### Clock routing

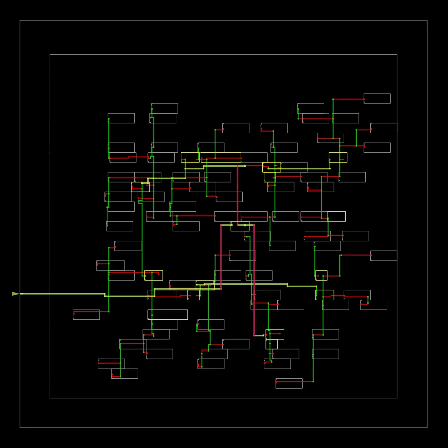
### Signal wires on met2

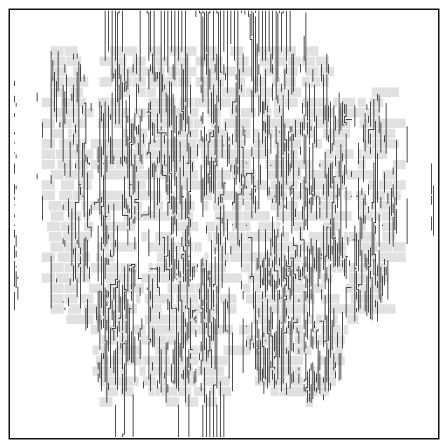
### Sizing map

Scale bar: 20 µm.
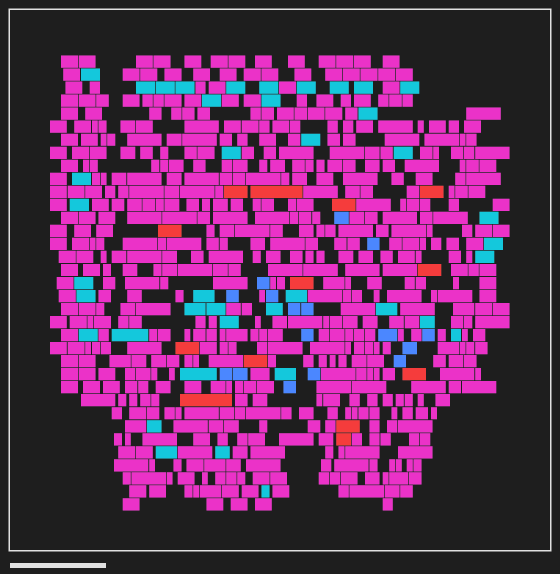
### The metal 4 layer

Scale bar: 20 µm.
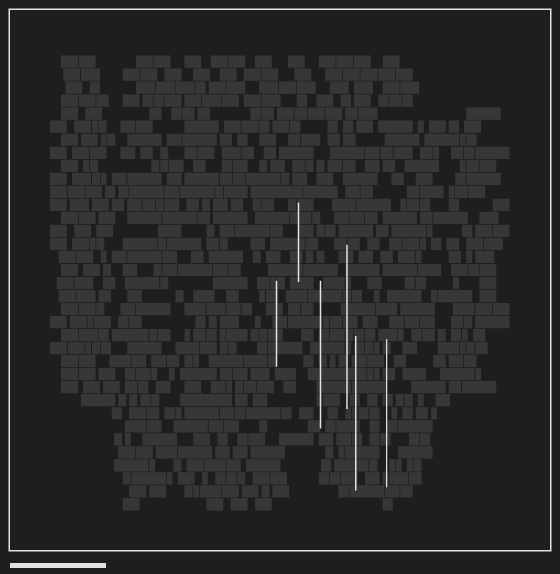
### Signal wires by layer

Only two layers are drawn.
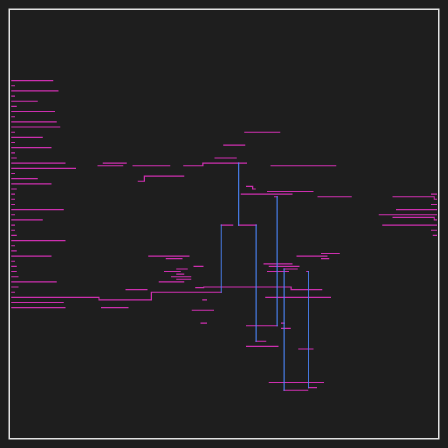
Design debug_dump_tx, sky130hd; sources not shown.
==> flow_summary.rst <==
Run summary
-----------

.. list-table::
   :header-rows: 1

   * - Metric
     - Value
   * - Status
     - complete, no violations
   * - Synth Area in XOR/XNOR
     - 0.374%
   * - Delay of the slowest critical-path stage
     - 0.42 ns
   * - Yosys cell count
     - 535
   * - # port buffers
     - 111
   * - TNS Setup
     - 0 ns
   * - End-of-flow core utilization
     - 65.9%
   * - Clock skew
     - 0.0118 ns
   * - Insertion Delay late pin
     - 0.36 ns
   * - Share of layout cells above drive strength 1
     - 11.0%
   * - Setup violation total in the final timing report
     - 0
   * - Number of pins exceeding their max-slew limit in the final report
     - 0
   * - Die Size
     - 0.0127 mm²
   * - Synthesized cell area
     - 0.00468 mm²
   * - Count of unique library cells instantiated by Yosys
     - 68
   * - Adder and majority gate portion of the synthesized area
     - 2.14%
   * - Normalized max-slew margin
     - 35.7%
   * - # resized after CTS
     - 0
   * - Kind of critical path
     - reg2reg
   * - Areal power density over the cells
     - 382 mW/mm²
   * - Post-DR vias/cell
     - 6.15
   * - I/O Pins
     - 112
   * - Peak supply drop
     - 291 µV
   * - Most common logic cells in the final layout
     - 110 x clkdlybuf4s50_1, 75 x dfxtp_1, 36 x o21ai_0
   * - Root Buffer Master
     - clkbuf_8
   * - Hold WC Path Type
     - in2reg
   * - Launching element type of the critical path
     - flip-flop
   * - Sequential area share after synthesis
     - 32.9%
   * - Number of nets in the synthesized netlist
     - 642
   * - Number of levels the H-tree was split into
     - 3
   * - EDFF count, synth
     - 0
   * - Num rows
     - 35
   * - Max-Cap Viols
     - 0
   * - Fraction of met3 tracks used by global routing
     - 4.95%
   * - Placed cells
     - 720
   * - Final Net Count
     - 727
   * - Post-synth area hogs
     - dfxtp_1 33%, mux2_2 5.8%, a211oi_1 5.0%
   * - Setup repair after global routing missed its margin
     - no
   * - Number of design rule violations left after detail routing
     - 0
   * - Final-report hold violation count
     - 0
   * - Mux frac, synth
     - 10.5%
   * - Gate count of the mapped netlist
     - 535
   * - FF-to-FF setup slack
     - 0.27 ns
   * - Wire length of the first global-routing pass
     - 21.0 mm
   * - Uppermost metal layer occupied by signal nets
     - met4
   * - Met2 wirelength from detailed routing
     - 6.49 mm
   * - Hold path cells
     - 2
   * - Height of the chip
     - 113 µm
   * - Top cells by count
     - 77 x dfxtp_1, 36 x o21ai_0, 31 x a211oi_1
   * - Arrival time worst endpoint
     - 3.03 ns
   * - Via count of the first global-routing pass
     - 4454
   * - Clock transition time at the flip-flop clock pins of the worst setup and hold paths
     - 0.09 ns
   * - Area share of the largest cell type after synthesis
     - 32.9%
   * - Met1 Wirelength
     - 5.44 mm
   * - Total grt overflow
     - 0
   * - Worst path top cell family by delay
     - simple AND/OR/NAND/NOR gates
   * - Final GP Congestion
     - 0.884
   * - Final Cycle Share
     - 91.2%
   * - Flip-flop count of the largest register, all copies and words added
     - 32
   * - CTS Hold Bufs
     - 0
   * - Least-Margin Pin Slew
     - 0.957 ns
   * - Count of warnings emitted by yosys
     - 6
   * - Core area
     - 0.00915 mm²
Back to the opening pictures, 'Clock routing':
number of sequential cells: 77
power consumed by the clock network: 0.000891 W
number of clock buffer instances in the layout: 10

Back to the opening pictures, 'Signal wires on met2':
605 nets have wire on it. The layer holds 51% of the routed length. The longest straight run is 40.3 µm. The wires run mostly vertical. The layer carries 6490 µm of wire.
met2 Use GR: 35.5%
Detailed Route WL: 12.8 mm
number of vias after detailed routing: 4527

Back to the opening pictures, 'Sizing map':
Key: blue = _3 and _4 cells [cells 16, share 2.6%]; cyan = _2 cells [cells 40, share 6.4%]; red = _6 and larger [cells 13, share 2.1%]; magenta = _0 and _1 cells [cells 556, share 89%]
final instance area: 0.00604 mm²
Non-CTS buffers: 123
final critical-path setup slack: 0.267 ns
signed area change from the synthesized netlist to the final layout: 28.9%

Back to the opening pictures, 'The metal 4 layer':
The wires run mostly vertical. The layer carries 161 µm of wire. The longest straight run is 34.0 µm.

Back to the opening pictures, 'Signal wires by layer':
Key: blue = metal 4 [wire length 161 µm]; magenta = metal 3 [wire length 700 µm]
routed length per instance: 17.4 µm
Overall Global Routing Usage: 19.7%

-- final cells by class --
| cell class | count | area, µm² | area share (%) |
|---|---|---|---|
| tap | 111 | 139 | 2.30 |
| sequential | 77 | 1540 | 25.6 |
| clock inverter | 6 | 95.1 | 1.58 |
| timing repair buffer | 123 | 1200 | 19.8 |
| clock buffer | 10 | 138 | 2.28 |
| multi-input combinational | 397 | 2880 | 47.7 |
| inverter | 12 | 45.0 | 0.746 |
-- power breakdown --
group	switching [W]	internal, W	total [W]
logic	0.000132	0.000206	0.000339
registers	0.0000295	0.00104	0.00107
clock network	0.000399	0.000492	0.000891
No activity file was given, so power comes from the tool's default toggle rates.
